<file path="src/rtl/sound_event_sequencer.sv">
// Sound-event sequencer: captures event edges, arbitrates by fixed priority with pre-emption,
// and plays each event as one or two timed notes for the tone generator.
`timescale 1ns/1ps
module sound_event_sequencer #(
  parameter int unsigned N_CH    = 4,
  parameter int unsigned PS_W    = 10,
  parameter int unsigned DUR_W   = 8,
  parameter int unsigned CLK_HZ  = 31_500_000,
  parameter int unsigned TICK_HZ = 1000,
  localparam int unsigned CH_W   = (N_CH > 1) ? $clog2(N_CH) : 1
) (
  input  logic                  clk,
  input  logic                  resetN,
  input  logic [N_CH-1:0]       event_in,
  input  logic [N_CH*PS_W-1:0]  ch_tone_a,
  input  logic [N_CH*PS_W-1:0]  ch_tone_b,
  input  logic [N_CH*DUR_W-1:0] ch_dur,
  input  logic [N_CH-1:0]       ch_two_note,
  input  logic                  mute,
  output logic [PS_W-1:0]       preScaleValue,
  output logic                  enabler,
  output logic                  busy,
  output logic [CH_W-1:0]       active_ch,
  output logic                  note_done
);

  localparam int unsigned TICK_DIV = CLK_HZ / TICK_HZ;
  localparam int unsigned CNT_W    = $clog2(TICK_DIV);
  localparam logic [CNT_W-1:0] CntMax = CNT_W'(TICK_DIV - 1);

  typedef enum logic [1:0] {StIdle, StPlayA, StPlayB} state_e;

  state_e            state_q, state_d;
  logic [N_CH-1:0]   prev_q, pending_q, pending_d, clr;
  logic [DUR_W-1:0]  timer_q, timer_d;
  logic [CNT_W-1:0]  cnt_q, cnt_d;
  logic [PS_W-1:0]   ps_q, ps_d;
  logic [CH_W-1:0]   ch_q, ch_d;
  logic              en_q, en_d;
  logic              done_q, done_d;

  logic              pend_any, start, tick;
  logic [CH_W-1:0]   pend_idx;
  logic [DUR_W-1:0]  dur_new, dur_cur;

  // Lowest-index pending channel wins arbitration.
  always_comb begin
    pend_any = |pending_q;
    pend_idx = '0;
    for (int i = N_CH - 1; i >= 0; i--) begin
      if (pending_q[i]) pend_idx = CH_W'(i);
    end
  end

  assign start   = pend_any && ((state_q == StIdle) || (pend_idx < ch_q));
  assign tick    = (cnt_q == CntMax);
  assign dur_new = ch_dur[pend_idx*DUR_W +: DUR_W];
  assign dur_cur = ch_dur[ch_q*DUR_W +: DUR_W];

  always_comb begin
    state_d = state_q;
    timer_d = timer_q;
    cnt_d   = cnt_q;
    ps_d    = ps_q;
    ch_d    = ch_q;
    done_d  = 1'b0;
    clr     = '0;
    if (start) begin
      clr[pend_idx] = 1'b1;
      ch_d    = pend_idx;
      ps_d    = ch_tone_a[pend_idx*PS_W +: PS_W];
      timer_d = (dur_new == '0) ? DUR_W'(1) : dur_new;
      cnt_d   = '0;
      state_d = StPlayA;
    end else begin
      unique case (state_q)
        StIdle: ;
        StPlayA, StPlayB: begin
          cnt_d = tick ? '0 : cnt_q + 1'b1;
          if (tick) begin
            if (timer_q == DUR_W'(1)) begin
              if (state_q == StPlayA && ch_two_note[ch_q]) begin
                ps_d    = ch_tone_b[ch_q*PS_W +: PS_W];
                timer_d = (dur_cur == '0) ? DUR_W'(1) : dur_cur;
                state_d = StPlayB;
              end else begin
                state_d = StIdle;
                done_d  = 1'b1;
              end
            end else begin
              timer_d = timer_q - 1'b1;
            end
          end
        end
        default: state_d = StIdle;
      endcase
    end
    // A fresh edge on a channel being cleared still wins, so it replays once more.
    pending_d = (pending_q & ~clr) | (event_in & ~prev_q);
    en_d      = (state_d != StIdle) && !mute;
  end

  always_ff @(posedge clk or negedge resetN) begin
    if (!resetN) begin
      state_q   <= StIdle;
      prev_q    <= '0;
      pending_q <= '0;
      timer_q   <= '0;
      cnt_q     <= '0;
      ps_q      <= '0;
      ch_q      <= '0;
      en_q      <= 1'b0;
      done_q    <= 1'b0;
    end else begin
      state_q   <= state_d;
      prev_q    <= event_in;
      pending_q <= pending_d;
      timer_q   <= timer_d;
      cnt_q     <= cnt_d;
      ps_q      <= ps_d;
      ch_q      <= ch_d;
      en_q      <= en_d;
      done_q    <= done_d;
    end
  end

  assign preScaleValue = ps_q;
  assign enabler       = en_q;
  assign busy          = (state_q != StIdle);
  assign active_ch     = ch_q;
  assign note_done     = done_q;

endmodule
</file>
<file path="config.mk">
export PLATFORM = sky130hd
export DESIGN_NAME = sound_event_sequencer
export DESIGN_NICKNAME = d
export VERILOG_FILES = /design/src/rtl/sound_event_sequencer.sv
export SDC_FILE = /design/constraint.sdc
export NUM_CORES = 1
export LEC_CHECK = 0
export CORE_MARGIN = 8
export CORE_UTILIZATION = 27
export DETAILED_ROUTE_END_ITERATION = 10
export SLEW_MARGIN = 10
export SYNTH_ARGS = -nofsm -noshare
export SYNTH_HDL_FRONTEND = slang
export SYNTH_SLANG_ARGS = --single-unit
</file>
<file path="constraint.sdc">
create_clock -name clk -period 3.34 [get_ports clk]
set_clock_uncertainty 0.15 [all_clocks]
set_input_delay 0.501 -clock clk [delete_from_list [all_inputs] [get_ports clk]]
set_output_delay 0.501 -clock clk [all_outputs]
set_load 0.02 [all_outputs]
</file>
==> metrics.yaml, run 1 <==
power_and_ir_drop:
  p_sw_mw: 0.297
  finalPower_mw: 1.46
  swShare_pct: 20.4
  p_per_area_nw_per_um2: 269
  seq_power_share_pct: 39.7
  pg_comb_mw: 0.228
  p_clk_mw: 0.652
  maxPowerGroup: "clock"
  clockPowerShare_pct: 44.7
  intPower_mw: 1.16
  ir_worst_vdd_v: 0.000193
  p_seq_mw: 0.578
  leakagePower_nw: 2.07
  p_comb_share_pct: 15.6
synthesis:
  edf_count: 0
  synth_flop_count: 47
  synth_seq_share_pct: 32.2
  ys_cells: 420
  top_cell_area_share_pct: 32.2
  synthXorXnorAreaFrac_pct: 2.64
  largest_area_cell: "dfrtp_1"
  synth.distinct_cells: 51
  fp_nets: 550
  muxShareOfSynthArea_pct: 14.8
  yosys-top-cells-count: "nand2_1, dfrtp_1, nor2_1"
  ys_warn_count: 0
  yosys.area_share.aoi_pct: 19.0
  ys_chip_area_um2: 3650
  ys.flop_type: "dfrtp_1"
  top_cell: "nand2_1"
  yosys.area_share.simple_pct: 24.5
  netlist_instances: 420
  syn_area_per_cell_um2: 8.68
  synth.area.top_cells: "dfrtp_1, mux4_2, nand2_1"
  syn_area_um2: 3650
  async_flop_share_pct: 100
  topCombFamilyByArea: "simple AND/OR/NAND/NOR gates"
  ys_sh_adder_pct: 2.40
place:
  dpl.cell_count: 720
  port_buffers: 137
  place.gp.congestion: 0.884
  hpwl_mm: 10.6
  dpl_cell_area_um2: 5230
  dp_slack_ps: 372
final_layout:
  seq_area_um2: 1180
  final-comb-area_um2: 2320
  flops: 47
  nClkBuffers: 5
  buffer_area_share_pct: 26.6
  nNonClkInverters: 19
  logic_gate_count: 331
  seq_share_pct: 21.7
  stdcell_count: 728
  comb_area_share_pct: 42.8
  layout-drive-gt1-share_pct: 8.70
  nFillCells: 1366
  clkCellAreaFrac_pct: 3.55
  antenna_cells: 0
  fin_nets: 681
  mostFrequentLayoutCell: "clkdlybuf4s50_1"
  layout_top_cells: "clkdlybuf4s50_1, nand2_1, dfrtp_1, nor2_1, o21ai_1"
  area_growth_pct: 48.6
  fin_util_pct: 40.9
  area_dominant_class: "multi-input combinational cells"
  nNonClkBuffers: 147
  final_area_um2: 5420
die:
  fp_util_pct: 27.5
  die_w_um: 132
  rows: 42
  taps: 176
  io_pins: 138
  die_area_um2: 17500
  core_area_um2: 13200
  fp.dieH_um: 132
worst_setup_path:
  rr_startpoint: "cnt_q[2]"
  cp.required_ps: 3350
  cpMaxStageDelayCell: "or4b_4"
  rrSetupSlack_ps: 350
  critPathMaxFanout: 12
  r2r-end: "timer_q[0]"
  reg2regPathDepth: 6
  crit_path_end_kind: "flop"
  cp.arrival_ps: 3000
  critPathKind: "flop to flop"
  path_depth: 6
  max_stage_delay_ps: 580
  critPathBufInv: 0
  start_kind: "flop"
  worstPathCellList: "or4b_4 > nor4_4 > nand2_1 > or3_1 > a2111oi_1 > a211oi_1"
  critical-path-top-delay-family: "simple AND/OR/NAND/NOR gates"
global_route:
  grt_pass1_wl_mm: 21.3
  grt_pass1_vias: 4047
  antenna_found_initial: 0
  grt_max_degree: 48
  grt-busiest-layer: "met2"
  overflow: 0
  grtUsageTotal_pct: 14.9
clocking:
  post_cts_resized: 0
  clockBufferDepth: 2
  clockRootBuffer: "clkbuf_16"
  cts_tree: "done"
  clock_sinks: 47
  path_clk_slew_ps: 70
  postCtsSetupBuffers: 0
  cts_htree_levels: 2
  cts-hold-fix-buffers: 0
  clkLatencyLatePin_ps: 290
  cts_inserted_buffers: 5
sta:
  slew_violations: 0
  max_slew.worst_pin.slew_ps: 1080
  max_freq_mhz: 334
  fin_crit_sh_pct: 89.6
  hold_viol_final: 0
  setup_tns_ps: 0
  holdWs_ps: 258
  timing.final.crit_period_ps: 2990
  max-slew-margin-rel_pct: 27.9
  setup_viol: 0
  final.setup.worst_slack_ps: 349
  rsz0062_at_grt: "false"
routing:
  vias: 3830
  viasPerCell: 5.26
  drcViolationCount: 0
  first_iter_violations: 283
  dr.pass1.iters: 4
  routed_wl_mm: 13.2
  post_drt_wl_per_cell_um: 18.2
  antenna_left: 0
min_path:
  hold_class: "input pin to asynchronous set/reset pin"
run:
  drv_cap: 0
  warnings: 29
outcome:
  status: "finished, final reports clean"
==> run 1: flip-flops by register name, summed over array words and instances, names as in the netlist <==
signal and cells:
cnt_q 15, preScaleValue 10, timer_q 8, pending_q 4, prev_q 4, active_ch 2
state_q 2, enabler 1, note_done 1
==> run 1: how the worst max path moves through the flow <==
stage / startpoint / end / slack, ps
after floorplan: pending_q[1] / cnt_q[10] / 240
after global placement: cnt_q[2] / timer_q[0] / 480
after detailed placement: cnt_q[2] / timer_q[0] / 370
after CTS: cnt_q[2] / timer_q[0] / 360
after global routing: pending_q[1] / cnt_q[10] / 100
final: cnt_q[2] / timer_q[0] / 350
==> run 1: metal layers <==
layer | share of wire [%] | vias to the layer above
met1 | 40 | 1834
met2 | 50 | 142
met5 | 0 | -
li1 | - | 1834
met4 | 2.1 | 0
met3 | 8.4 | 20
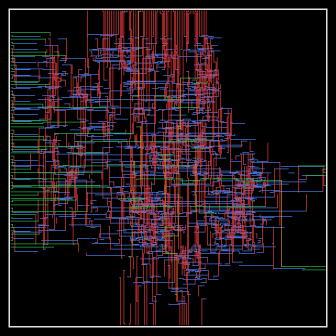
(run_1/wires.png)
| layer | color | wire length |
|---|---|---|
| metal 2 | red | 6,580 um |
| metal 3 | green | 1,110 um |
| metal 1 | blue | 5,270 um |
| metal 4 | orange | 284 um |

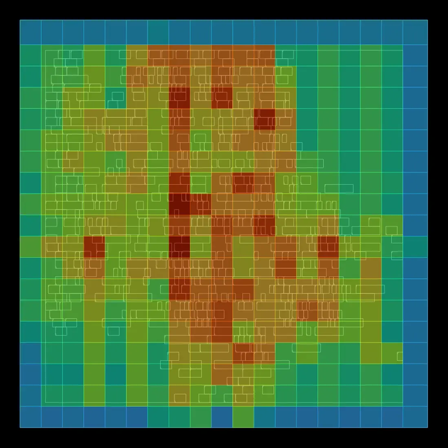
(run_1/congestion.png)
GR Util met1: 17.0%
routing usage on met2: 26.1%
M3 GR Usage: 4.80%

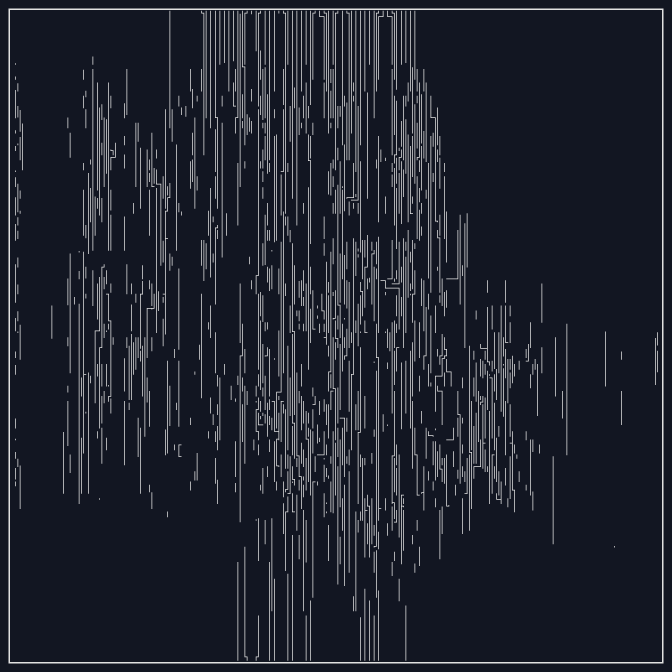
(run_1/layer_met2.png)
share of all routed wire: 50%
longest straight run: 43.4 um
main direction: vertical

==> run 2, diff against run 1 <==
--- a/config.mk
+++ b/config.mk
@@ -7,6 +7,7 @@
 export LEC_CHECK = 0
 export CORE_MARGIN = 8
 export CORE_UTILIZATION = 27
+export CTS_CLUSTER_SIZE = 16
 export DETAILED_ROUTE_END_ITERATION = 10
 export SLEW_MARGIN = 10
 export SYNTH_ARGS = -nofsm -noshare
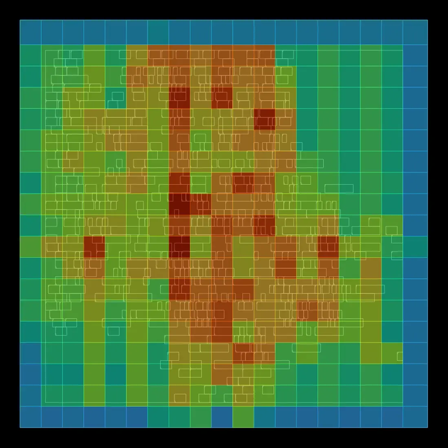
(run_2/congestion.png)
busiest grt layer: met2
Routed WL per cell: 18.2 um

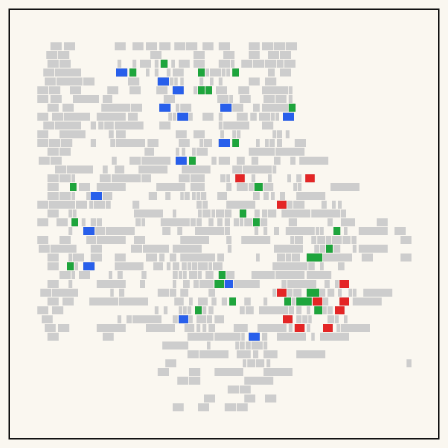
(run_2/logic_types.png)
| family | color | cells |
|---|---|---|
| XOR/XNOR gates | red | 11 |
| AND-OR and OR-AND gates | blue | 15 |
| AND and OR gates | green | 26 |

==> metrics.yaml, run 2 <==
synthesis:
  top_cell: "nand2_1"
  synth.distinct_cells: 51  # unchanged
  syn_area_um2: 3650  # unchanged
  ys_warn_count: 0  # unchanged
  ys_cells: 420  # unchanged
  synth_flop_count: 47  # unchanged
  fp_nets: 550  # unchanged
  top_cell_area_share_pct: 32.2  # unchanged
  synth_seq_share_pct: 32.2  # unchanged
  synth.area.top_cells: "dfrtp_1, mux4_2, nand2_1"
  netlist_instances: 420  # unchanged
  ys_chip_area_um2: 3650  # unchanged
  edf_count: 0  # unchanged
  async_flop_share_pct: 100  # unchanged
  largest_area_cell: "dfrtp_1"
  yosys-top-cells-count: "nand2_1, dfrtp_1, nor2_1"
  syn_area_per_cell_um2: 8.68  # unchanged
final_layout:
  layout_top_cells: "clkdlybuf4s50_1, nand2_1, dfrtp_1, nor2_1, o21ai_1"
  antenna_cells: 0  # unchanged
  largest_reg_flops: 15  # unchanged
  seq_area_um2: 1180  # unchanged
  nClkBuffers: 5  # unchanged
  flops: 47  # unchanged
  regMostFlops: "cnt_q"
  final-comb-area_um2: 2320  # unchanged
  fin_nets: 681  # unchanged
  buffer_area_share_pct: 26.6  # unchanged
  logic_gate_count: 331  # unchanged
  comb_area_share_pct: 42.8  # unchanged
  area_dominant_class: "multi-input combinational cells"
  stdcell_count: 728  # unchanged
  mostFrequentLayoutCell: "clkdlybuf4s50_1"
  layout-drive-gt1-share_pct: 8.70  # unchanged
  area_growth_pct: 48.6  # unchanged
  fin_util_pct: 40.9  # unchanged
  clkCellAreaFrac_pct: 3.55  # unchanged
  nNonClkInverters: 19  # unchanged
  nFillCells: 1366  # unchanged
  final_area_um2: 5420  # unchanged
  seq_share_pct: 21.7  # unchanged
  nNonClkBuffers: 147  # unchanged
global_route:
  grt_pass1_vias: 4047  # unchanged
  use_met1_pct: 17.0  # unchanged
  grt_max_degree: 48  # unchanged
  globalRouteMet3Util_pct: 4.80  # unchanged
  antenna_found_initial: 0  # unchanged
  grtUsageTotal_pct: 14.9  # unchanged
  grt_use_met2_pct: 26.1  # unchanged
  overflow: 0  # unchanged
  grt_pass1_wl_mm: 21.3  # unchanged
routing:
  dr.pass1.iters: 4  # unchanged
  viasPerCell: 5.26  # unchanged
  met2WireLength_mm: 6.58  # unchanged
  top_layer: "met4"
  first_iter_violations: 283  # unchanged
  routed_wl_mm: 13.2  # unchanged
  vias: 3830  # unchanged
  route.met3.wl_mm: 1.11  # unchanged
  antenna_left: 0  # unchanged
  drcViolationCount: 0  # unchanged
power_and_ir_drop:
  clockPowerShare_pct: 44.7  # about the same
  maxPowerGroup: "clock"
  p_sw_mw: 0.297  # unchanged
  p_seq_mw: 0.578  # about the same
  p_comb_share_pct: 15.6  # about the same
  intPower_mw: 1.16  # unchanged
  leakagePower_nw: 2.07  # unchanged
  finalPower_mw: 1.46  # unchanged
  p_per_area_nw_per_um2: 269  # unchanged
  seq_power_share_pct: 39.7  # about the same
  swShare_pct: 20.4  # unchanged
  ir_worst_vdd_v: 0.000193  # unchanged
  pg_comb_mw: 0.228  # about the same
worst_setup_path:
  start_kind: "flop"
  critPathMaxFanout: 12  # unchanged
  rrSetupSlack_ps: 350  # about the same
  cp.arrival_ps: 3000  # about the same
  crit_path_end_kind: "flop"
  rr_startpoint: "cnt_q[2]"
  cp-startpoint: "cnt_q[2]"
  max_stage_delay_ps: 580  # about the same
  cp.required_ps: 3350  # about the same
  cpMaxStageDelayCell: "or4b_4"
  critPathBufInv: 0  # unchanged
  critical-path-top-delay-family: "simple AND/OR/NAND/NOR gates"
  critPathKind: "flop to flop"
  worstPathCellList: "or4b_4 > nor4_4 > nand2_1 > or3_1 > a2111oi_1 > a211oi_1"
die:
  core_area_um2: 13200  # unchanged
  fp.dieH_um: 132  # unchanged
  taps: 176  # unchanged
  die_area_um2: 17500  # unchanged
  io_pins: 138  # unchanged
  rows: 42  # unchanged
  die_w_um: 132  # unchanged
  fp_util_pct: 27.5  # unchanged
sta:
  hold_viol_final: 0  # unchanged
  max_slew.worst_pin.slew_ps: 1080  # unchanged
  timing.final.crit_period_ps: 2990  # unchanged
  rsz0062_at_grt: "false"
  holdWs_ps: 258  # unchanged
  max_freq_mhz: 334  # unchanged
  slew_violations: 0  # unchanged
  setup_viol: 0  # unchanged
  final.setup.worst_slack_ps: 349  # unchanged
  setup_tns_ps: 0  # unchanged
  fin_crit_sh_pct: 89.6  # unchanged
  max-slew-margin-rel_pct: 27.9  # unchanged
clocking:
  clockRootBuffer: "clkbuf_16"
  cts-hold-fix-buffers: 0  # unchanged
  cts_htree_levels: 2  # unchanged
  clockBufferDepth: 2  # unchanged
  clock_sinks: 47  # unchanged
  post_cts_resized: 0  # unchanged
  path_clk_slew_ps: 70  # about the same
  clkLatencyLatePin_ps: 290  # about the same
  cts_tree: "done"
  cts_inserted_buffers: 5  # unchanged
  postCtsSetupBuffers: 0  # unchanged
place:
  dpl.cell_count: 720  # unchanged
  port_buffers: 137  # unchanged
  dp_slack_ps: 372  # unchanged
  dpl_cell_area_um2: 5230  # unchanged
  hpwl_mm: 10.6  # unchanged
  place.gp.congestion: 0.884  # unchanged
run:
  drv_cap: 0  # unchanged
  warnings: 29  # unchanged
outcome:
  status: "finished, final reports clean"
min_path:
  hold_class: "input pin to asynchronous set/reset pin"
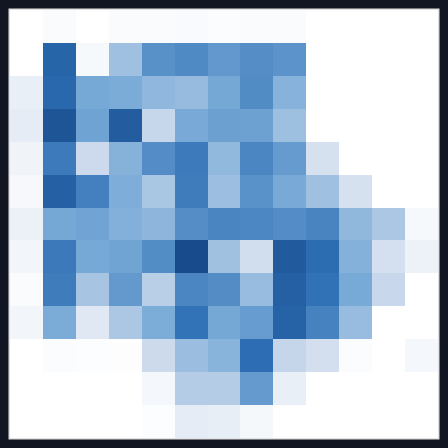
(run_2/cell_density.png)
The die is cut into 13 by 13 equal tiles; white is low, dark blue is high, 0 to 100% covered.
mean over tiles: 30%
emptiest ninth of the die: upper right
fullest tile: 89%
tiles over 75% full: 6.5%
nearly empty tiles: 30%
densest ninth of the die: center

-- run 2: cell counts after synthesis --
No cell type changed its count.
-- run 2: cell families after synthesis --
group | after synthesis | share of synthesized area, %
and+or+nand+nor | 181 | 24.5
xor gates and xnor gates | 11 | 2.64
muxes | 30 | 14.8
adders and majority gates | 7 | 2.40
DFF | 47 | 32.2
buffers and inverters | 42 | 4.39
AOI/OAI and AO/OA | 102 | 19.0
-- run 2: worst paths after layout --
kind	end	cells past startpoint
max	timer_q[0]	6
min	cnt_q[6]	1
max reg2reg	timer_q[0]	6
min reg2reg	pending_q[2]	1
max in group asynchronous	prev_q[1]	1
min in group clk	pending_q[2]	1
